<file path="src/rtl/ili9341_init_seq.sv">
// ILI9341 power-up sequencer: pulses the panel reset, streams the init command
// table to the SPI byte serializer, then forwards RGB565 pixels as byte pairs.
module ili9341_init_seq #(
  parameter int COMM_INIT       = 47,
  parameter int RST_LOW_CYC     = 1000,
  parameter int RST_WAIT_CYC    = 12_000_000,
  parameter int SLPOUT_WAIT_CYC = 12_000_000,
  parameter int CNT_W           = 24
) (
  input  logic                         clk,
  input  logic                         rst,
  output logic [$clog2(COMM_INIT)-1:0] cmd_idx,
  input  logic [8:0]                   cmd_entry,
  output logic                         tx_valid,
  input  logic                         tx_ready,
  output logic [7:0]                   tx_byte,
  output logic                         tx_dc,
  output logic                         lcd_rst_n,
  input  logic                         pix_valid,
  output logic                         pix_ready,
  input  logic [15:0]                  pix_data,
  output logic                         init_done,
  output logic [2:0]                   dbg_state
);

  localparam int IDX_W = $clog2(COMM_INIT);

  localparam logic [2:0] S_RST_LOW  = 3'd0;
  localparam logic [2:0] S_RST_WAIT = 3'd1;
  localparam logic [2:0] S_FETCH    = 3'd2;
  localparam logic [2:0] S_SEND     = 3'd3;
  localparam logic [2:0] S_DELAY    = 3'd4;
  localparam logic [2:0] S_IDLE     = 3'd5;
  localparam logic [2:0] S_PIX_HI   = 3'd6;
  localparam logic [2:0] S_PIX_LO   = 3'd7;

  logic [2:0]       state_q, state_d;
  logic [CNT_W-1:0] cnt_q, cnt_d;
  logic [IDX_W-1:0] idx_q, idx_d;
  logic             tx_valid_q, tx_valid_d;
  logic [7:0]       tx_byte_q, tx_byte_d;
  logic             tx_dc_q, tx_dc_d;
  logic             lcd_rst_n_q, lcd_rst_n_d;
  logic             pix_ready_q, pix_ready_d;
  logic             init_done_q, init_done_d;
  logic [15:0]      pix_q, pix_d;

  // Both ports are valid/ready: a transfer happens on a cycle where valid and
  // ready are both high; tx_valid/tx_byte/tx_dc never change while unaccepted.
  logic tx_fire, last_idx, needs_delay;
  assign tx_fire     = tx_valid_q & tx_ready;
  assign last_idx    = (idx_q == IDX_W'(COMM_INIT - 1));
  assign needs_delay = !tx_dc_q && ((tx_byte_q == 8'h11) || (tx_byte_q == 8'h29));

  always_comb begin
    state_d     = state_q;
    cnt_d       = cnt_q;
    idx_d       = idx_q;
    tx_valid_d  = tx_valid_q;
    tx_byte_d   = tx_byte_q;
    tx_dc_d     = tx_dc_q;
    lcd_rst_n_d = lcd_rst_n_q;
    pix_ready_d = pix_ready_q;
    init_done_d = init_done_q;
    pix_d       = pix_q;
    case (state_q)
      S_RST_LOW: begin
        if (cnt_q == CNT_W'(RST_LOW_CYC - 1)) begin
          state_d     = S_RST_WAIT;
          cnt_d       = '0;
          lcd_rst_n_d = 1'b1;
        end else begin
          cnt_d = cnt_q + CNT_W'(1);
        end
      end
      S_RST_WAIT: begin
        if (cnt_q == CNT_W'(RST_WAIT_CYC - 1)) begin
          state_d = S_FETCH;
          cnt_d   = '0;
        end else begin
          cnt_d = cnt_q + CNT_W'(1);
        end
      end
      S_FETCH: begin
        tx_byte_d  = cmd_entry[7:0];
        tx_dc_d    = cmd_entry[8];
        tx_valid_d = 1'b1;
        state_d    = S_SEND;
      end
      S_SEND: begin
        if (tx_fire) begin
          tx_valid_d = 1'b0;
          if (needs_delay) begin
            state_d = S_DELAY;
            cnt_d   = '0;
          end else if (last_idx) begin
            state_d     = S_IDLE;
            init_done_d = 1'b1;
            pix_ready_d = 1'b1;
          end else begin
            idx_d   = idx_q + IDX_W'(1);
            state_d = S_FETCH;
          end
        end
      end
      S_DELAY: begin
        // Panel needs settling time after Sleep Out / Display On.
        if (cnt_q == CNT_W'(SLPOUT_WAIT_CYC - 1)) begin
          cnt_d = '0;
          if (last_idx) begin
            state_d     = S_IDLE;
            init_done_d = 1'b1;
            pix_ready_d = 1'b1;
          end else begin
            idx_d   = idx_q + IDX_W'(1);
            state_d = S_FETCH;
          end
        end else begin
          cnt_d = cnt_q + CNT_W'(1);
        end
      end
      S_IDLE: begin
        if (pix_valid) begin
          pix_d       = pix_data;
          pix_ready_d = 1'b0;
          tx_valid_d  = 1'b1;
          tx_byte_d   = pix_data[15:8];
          tx_dc_d     = 1'b1;
          state_d     = S_PIX_HI;
        end
      end
      S_PIX_HI: begin
        if (tx_fire) begin
          tx_byte_d = pix_q[7:0];
          state_d   = S_PIX_LO;
        end
      end
      S_PIX_LO: begin
        if (tx_fire) begin
          tx_valid_d  = 1'b0;
          pix_ready_d = 1'b1;
          state_d     = S_IDLE;
        end
      end
      default: state_d = S_RST_LOW;
    endcase
  end

  always_ff @(posedge clk) begin
    if (rst) begin
      state_q     <= S_RST_LOW;
      cnt_q       <= '0;
      idx_q       <= '0;
      tx_valid_q  <= 1'b0;
      tx_byte_q   <= 8'h00;
      tx_dc_q     <= 1'b0;
      lcd_rst_n_q <= 1'b0;
      pix_ready_q <= 1'b0;
      init_done_q <= 1'b0;
      pix_q       <= 16'h0000;
    end else begin
      state_q     <= state_d;
      cnt_q       <= cnt_d;
      idx_q       <= idx_d;
      tx_valid_q  <= tx_valid_d;
      tx_byte_q   <= tx_byte_d;
      tx_dc_q     <= tx_dc_d;
      lcd_rst_n_q <= lcd_rst_n_d;
      pix_ready_q <= pix_ready_d;
      init_done_q <= init_done_d;
      pix_q       <= pix_d;
    end
  end

  assign cmd_idx   = idx_q;
  assign tx_valid  = tx_valid_q;
  assign tx_byte   = tx_byte_q;
  assign tx_dc     = tx_dc_q;
  assign lcd_rst_n = lcd_rst_n_q;
  assign pix_ready = pix_ready_q;
  assign init_done = init_done_q;
  assign dbg_state = state_q;

endmodule

</file>
<file path="config.mk">
export PLATFORM = sky130hd
export DESIGN_NAME = ili9341_init_seq
export DESIGN_NICKNAME = d
export VERILOG_FILES = /design/src/rtl/ili9341_init_seq.sv
export SDC_FILE = /design/constraint.sdc
export NUM_CORES = 1
export LEC_CHECK = 0
export CAP_MARGIN = 0
export CORE_MARGIN = 8
export CORE_UTILIZATION = 58
export DETAILED_ROUTE_END_ITERATION = 6
export HOLD_SLACK_MARGIN = 0.15
export PLACE_DENSITY_LB_ADDON = 0.15
export SLEW_MARGIN = 15
export SYNTH_ARGS = -nofsm -noshare
export SYNTH_HDL_FRONTEND = slang
export SYNTH_SLANG_ARGS = --single-unit
</file>
<file path="constraint.sdc">
create_clock -name clk -period 7.6 [get_ports clk]
set_clock_uncertainty 0.15 [all_clocks]
set_input_delay 1.52 -clock clk [delete_from_list [all_inputs] [get_ports clk]]
set_output_delay 1.52 -clock clk [all_outputs]
set_load 0.1 [all_outputs]
</file>
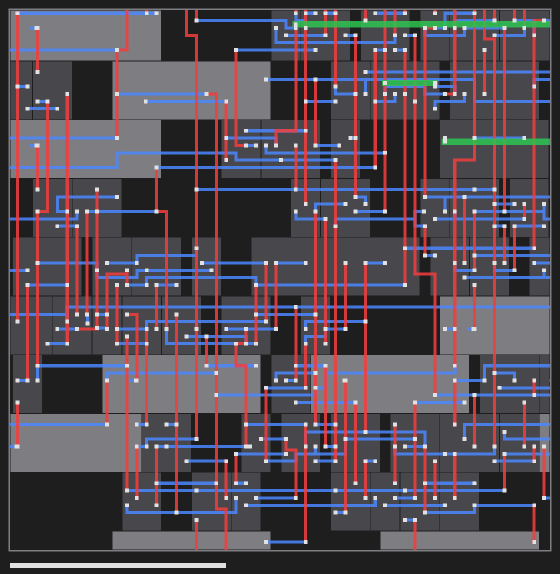
*Layout detail, run 1*
The bar under the picture is 10 um long. Region (10, 10) to (35, 35) um. Cells in gray, sequential cells in the stronger gray; small squares are vias.
Key: red = met2; green = met3; blue = met1
Most frequent: a21oi_1 (9), o21ai_0 (8). Netlist names of flops here include cnt_q (7). 61 logic cells have their middle in the window. Sequential cells in the window: 7.

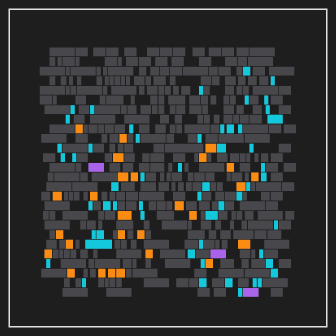
*Gate families picked out, run 1*
Key: purple = adder and majority cells [cells 3, most used ha_1]; orange = AND and OR gates [cells 27, most used or3_1]; cyan = NOR gates [cells 55, most used nor2_1]

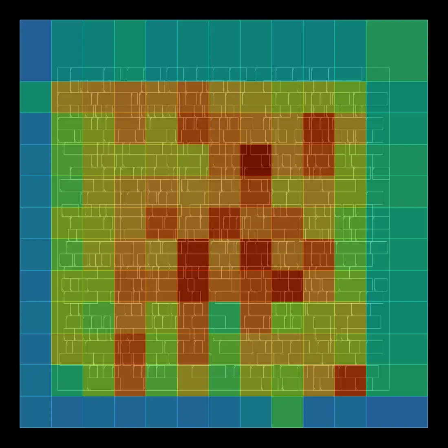
*Routing congestion map, run 1*
M3 GR Usage: 0.04320
final core occ: 0.7257
drt wl/cell: 15.97 um
met1 usage: 0.2740
Most Crowded Layer GR: met2

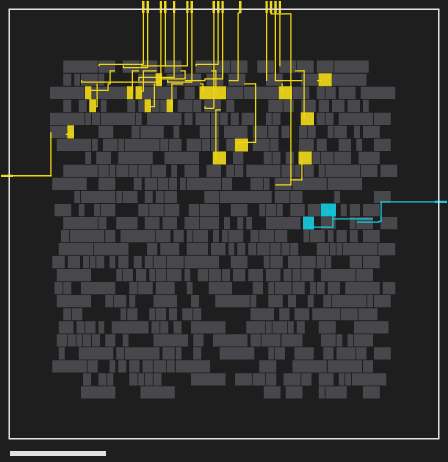
*Wires at chosen ports, followed through buffers, run 1*
The bar under the picture is 20 um long.
Key: cyan = pix_valid [bits 1, direction input, end cells 3, buffers 1, wire 39.0 um]; yellow = pix_data [bits 16, direction input, end cells 16, buffers 16, wire 438 um]

==> results.py, run 1 <==
# Physical implementation metrics
metrics = {
    "synth": {
        "synth_cell_type_count": 57,
        "synthXorXnorAreaFrac": 0.03086,
        "top_cells_by_count": "54 x dfxtp_1, 40 x o21ai_0, 37 x nor2_1",
        "ys_cells": 393,
        "yosysMostFrequentCell": "dfxtp_1",
        "syn_area_per_cell_sq_um": 7.943,
        "yosysWarningCount": 0,
        "top_area_cell": "dfxtp_1",
        "logic_family": "simple AND/OR/NAND/NOR gates",
        "synthArstFlopShare": 0,
        "ys_seq_frac": 0.3463,
        "syn_nets": 425,
        "syn-instance-count": 393,
        "synth_flops": 54,
        "edf_count": 0,
    },
    "clocking": {
        "clockRootBuffer": "clkbuf_8",
        "postCtsSetupBuffers": 0,
    },
    "setup_path": {
        "required_ns": 5.93,
        "crit_chain": "clkdlybuf4s50_1",
        "path_max_fanout": 32,
        "reg2regPathDepth": 5,
    },
    "final_timing": {
        "setup_ws_ns": 3.303,
        "fin_hold_ws_ns": 0.3296,
        "max_freq_mhz": 232.7,
        "setup_viol": 0,
        "grt_setup_unrepaired": "false",
        "relSlewSlack": 0.3128,
    },
    "power": {
        "pg_comb_mw": 0.0301,
        "p_int_mw": 0.4004,
        "power_density_nw_per_um2": 136.6,
    },
    "floorplanning": {
        "pin_count": 51,
        "die_area_sq_um": 7986,
    },
    "grt": {
        "grt-ovfl-total": 0,
    },
    "outcome": {
        "status": "completed",
    },
    "placement": {
        "dpl_cell_area_sq_um": 3620,
        "place.gp.congestion": 0.8597,
        "dpl_worst_slack_ns": 3.706,
    },
    "route": {
        "drc": 0,
        "wirelength_um": 7955,
    },
    "hold_path": {
        "hp-class": "register to register",
        "holdCritStartpoint": "pix_q[2]",
        "holdPathStages": 2,
    },
}
run 1: per-layer routing:
layer / vias to the layer above / GRT usage / routed length, um
met3: 8 / 0.04320 / 640
met4: 0 / 0.06647 / 111
li1: 1524 / - / -
met2: 131 / 0.3199 / 3661
met1: 1450 / 0.2740 / 3541
met5: - / 0 / 0
run 1: area by class of cell:
| class | count | area (sq um) |
|---|---|---|
| Sequential cell | 54 | 1081 |
| Clock inverter | 2 | 37.54 |
| Multi-Input combinational cell | 303 | 1891 |
| Timing Repair Buffer | 53 | 523.0 |
| Fill cell | 456 | 1410 |
| Tap cell | 70 | 87.58 |
| Inverter | 10 | 37.54 |
| Clock buffer | 6 | 72.57 |
### Register map, names as in the netlist, run 1

The bar under the picture is 20 um long. Other sequential cells in the stronger gray, the rest of the logic in the fainter gray.
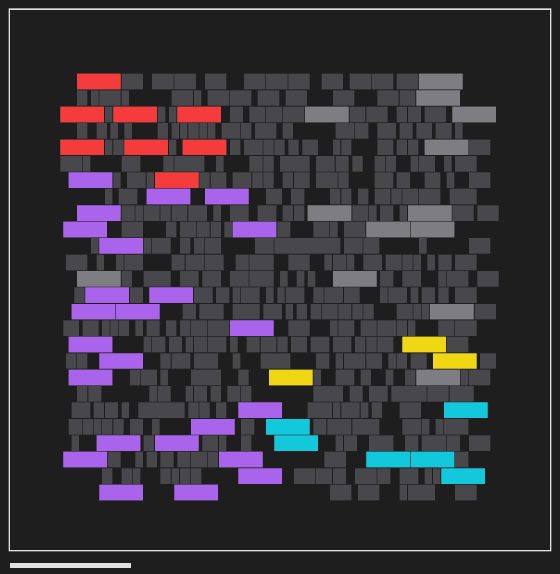

==> inputs of run 2 (changes only) <==
Settings changed: CORE_UTILIZATION 58 to 54.
Clock period 7.6 ns to 4 ns, I/O delays scaled along.
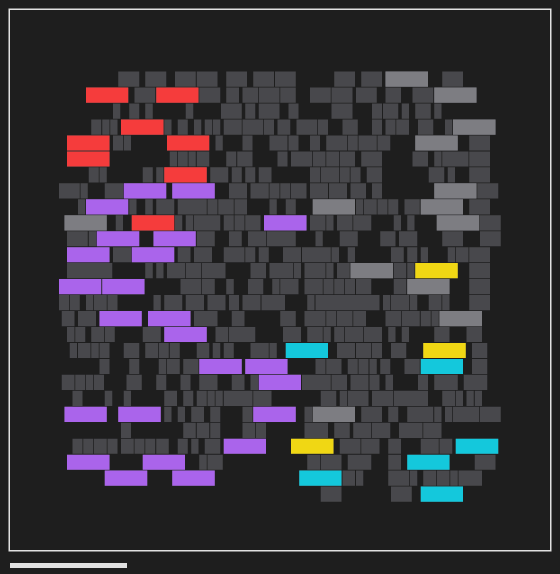
*Register map, names as in the netlist, run 2*
The bar under the picture is 20 um long. Other sequential cells in the stronger gray, the rest of the logic in the fainter gray.
Key: red = pix_q [placed flops 8, where top left]; yellow = dbg_state [placed flops 3]; cyan = cmd_idx [placed flops 6, where bottom right]; purple = cnt_q [placed flops 24]
Another 13 sequential cells are not colored.

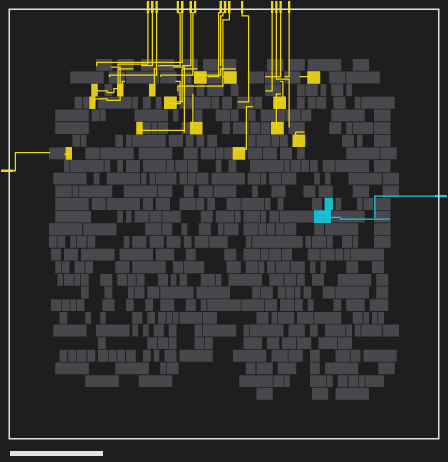
*Wires at chosen ports, followed through buffers, run 2*
The bar under the picture is 20 um long.
Key: cyan = pix_valid [bits 1, direction input, end cells 3, buffers 1, wire 37.2 um]; yellow = pix_data [bits 16, direction input, end cells 16, buffers 16, wire 447 um]

==> run 2 against run 1 <==
Net effect: design area barely moved; worst setup slack got worse by 2.2 ns; synthesized cell count did not move; routed wire length rose by 2.4%; via count fell by 0.64%; first-iteration DRC count rose by 14%; final cell count rose by 0.40%; global-route usage fell by 1.6 points; critical endpoint is now cmd_idx[0]; highest routed layer unchanged.
==> results.py, run 2 <==
# Physical implementation metrics
metrics = {
    "grt": {
        "grt-ovfl-total": 0,
        "met1_usage": 0.2541,
        "grt_busiest_layer": "met2",
    },
    "hold_path": {
        "holdPathStages": 2,
        "hp-class": "register to register",
    },
    "power": {
        "pg_comb_mw": 0.0580,
        "p_int_mw": 0.7641,
        "power_density_nw_per_um2": 262.8,
    },
    "final_timing": {
        "grt_setup_unrepaired": "false",
        "relSlewSlack": 0.3159,
        "fin_hold_ws_ns": 0.3212,
        "max_freq_mhz": 346.2,
        "setup_viol": 0,
    },
    "floorplanning": {
        "die_area_sq_um": 8470,
        "pin_count": 51,
    },
    "setup_path": {
        "path_max_fanout": 6,
        "reg2regPathDepth": 5,
        "required_ns": 3.05,
        "crit_chain": "clkdlybuf4s50_1",
    },
    "finish": {
        "fin_nets": 459,
        "final_core_utilization": 0.6734,
        "comb_area_sq_um": 1891,
    },
    "synth": {
        "synthXorXnorAreaFrac": 0.03086,
        "syn_area_per_cell_sq_um": 7.943,
        "syn_nets": 425,
        "ys_seq_frac": 0.3463,
        "edf_count": 0,
        "synth_cell_type_count": 57,
        "syn-instance-count": 393,
        "logic_family": "simple AND/OR/NAND/NOR gates",
        "yosysMostFrequentCell": "dfxtp_1",
        "ys_cells": 393,
        "top_area_cell": "dfxtp_1",
        "yosysWarningCount": 0,
    },
    "route": {
        "drt-met1-wl_um": 3687,
        "top_layer": "met4",
        "dr_wl_met3_um": 598,
        "wl_met2_um": 3810,
        "drc": 0,
    },
    "clocking": {
        "clockRootBuffer": "clkbuf_8",
    },
    "placement": {
        "dpl_worst_slack_ns": 0.8966,
        "place.gp.congestion": 0.8988,
        "dpl_cell_area_sq_um": 3615,
    },
    "outcome": {
        "status": "completed",
    },
}
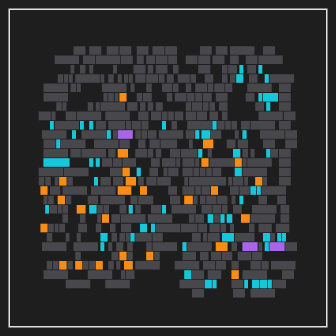
*Gate families picked out, run 2*
Key: orange = AND and OR gates [cells 27, most used or3_1]; cyan = NOR gates [cells 55, most used nor2_1]; purple = adder and majority cells [cells 3, most used ha_1]

[run 2: cell count changes in the layout (fill, tap and decap cells not counted), sizes merged]
cell / previous run / this run
buf: 3 / 6
clkbuf: 6 / 5
inv: 10 / 11
clkinv: 0 / 1
clkinvlp: 1 / 0
clkdlybuf4s50: 50 / 47
[run 2: final cells by class]
| cell class | instances | share of cell area |
|---|---|---|
| clock inverters | 3 | 0.01274 |
| multi-input cells | 303 | 0.5067 |
| repair buffers | 53 | 0.1382 |
| clock buffers | 5 | 0.01844 |
| inverters | 10 | 0.01006 |
| flip-flops and latches | 54 | 0.2897 |
| well taps | 72 | 0.02414 |
### Routing congestion map, run 2

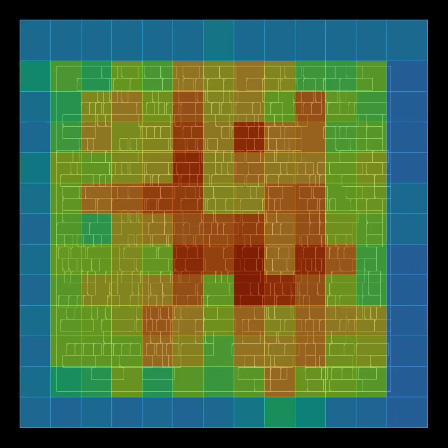

==> inputs of run 3 (changes only) <==
Settings changed: CORE_UTILIZATION 54 to 48.
Clock period 4 ns to 2.4 ns, I/O delays scaled along.
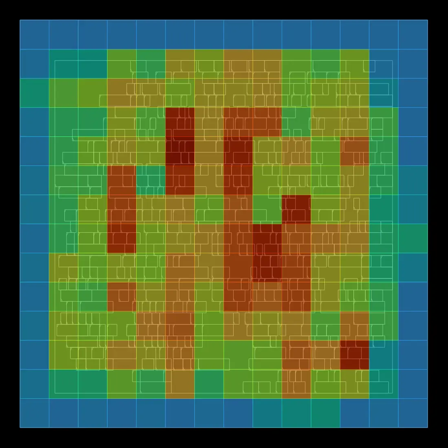
*Routing congestion map, run 3*
final core occ: 0.6342
M3 GR Usage: 0.04125
Total Routing Usage GR: 0.1699
met1 usage: 0.2174

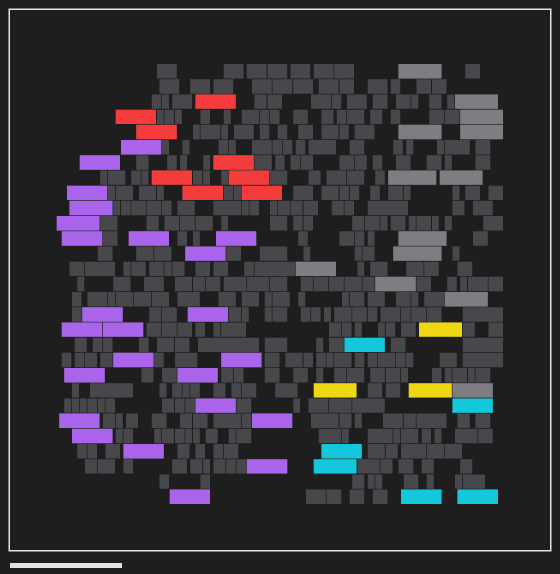
*Register map, names as in the netlist, run 3*
The bar under the picture is 20 um long. Other sequential cells in the stronger gray, the rest of the logic in the fainter gray.
Key: cyan = cmd_idx [placed flops 6]; yellow = dbg_state [placed flops 3]; red = pix_q [placed flops 8]; purple = cnt_q [placed flops 24]
Another 13 sequential cells are not colored.

==> run 3 against run 2 <==
Net effect: routed wire length up 3.7%; die size rose by 10%; area after synthesis unchanged; sequential power up 65%; register-to-register slack lost 1.1 ns; combinational power is about 90% higher; design area grew 7.3%; final cell count up 6.8%; worst setup slack worse by 1.0 ns.
==> results.py, run 3 <==
# Physical implementation metrics
metrics = {
    "synth": {
        "synthXorXnorAreaFrac": 0.03086,
        "ys_cells": 393,
        "syn-instance-count": 393,
        "yosysWarningCount": 0,
        "logic_family": "simple AND/OR/NAND/NOR gates",
        "synthArstFlopShare": 0,
        "synth_cell_type_count": 57,
        "top_area_cell": "dfxtp_1",
        "edf_count": 0,
        "top_cells_by_count": "54 x dfxtp_1, 40 x o21ai_0, 37 x nor2_1",
    },
    "setup_path": {
        "required_ns": 2.46,
        "reg2regPathDepth": 7,
        "path_max_fanout": 6,
    },
    "final_timing": {
        "fin_hold_ws_ns": 0.3083,
        "max_freq_mhz": 429.1,
        "grt_setup_unrepaired": "true",
    },
    "power": {
        "pg_comb_mw": 0.110,
        "power_density_nw_per_um2": 408.5,
    },
    "route": {
        "wl_per_cell_um": 15.83,
        "wl_met2_um": 4027,
        "drc": 0,
        "wirelength_um": 8452,
    },
    "hold_path": {
        "hp-class": "register to register",
        "holdPathStages": 2,
    },
    "clocking": {
        "clockRootBuffer": "clkbuf_8",
        "postCtsSetupBuffers": 0,
    },
    "finish": {
        "fillers": 545,
        "fin_nets": 488,
    },
    "placement": {
        "dpl_cell_area_sq_um": 3881,
    },
    "grt": {
        "grt_busiest_layer": "met2",
        "grt-ovfl-total": 0,
    },
    "outcome": {
        "status": "completed",
    },
}
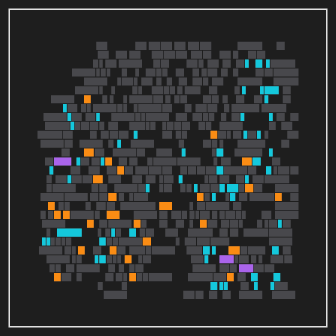
*Gate families picked out, run 3*
Key: orange = AND and OR gates [cells 27, most used or3_1]; cyan = NOR gates [cells 55, most used nor2_1]; purple = adder and majority cells [cells 3, most used ha_1]

[run 3: cell counts after synthesis]
Identical to the previous run, type by type.
[run 3: layout make-up]
type | count | area (sq um) | area share
flip-flops and latches | 54 | 1109 | 0.2769
multi-input cells | 303 | 1901 | 0.4747
clock inverters | 2 | 36.28 | 0.009063
clock buffers | 6 | 72.57 | 0.01813
well taps | 77 | 96.34 | 0.02406
inverters | 10 | 37.54 | 0.009375
repair buffers | 82 | 752.0 | 0.1878
[run 3: critical path, stage by stage, from the launching register on]
cell     delay (ns)
dfxtp_2        0.34
ha_2           0.18
nand4_1        0.10
or3_4          0.40
or4_4          0.42
buf_6          0.16
a21oi_4        0.15
mux2_1         0.32
Power and IR drop assume default switching activity.
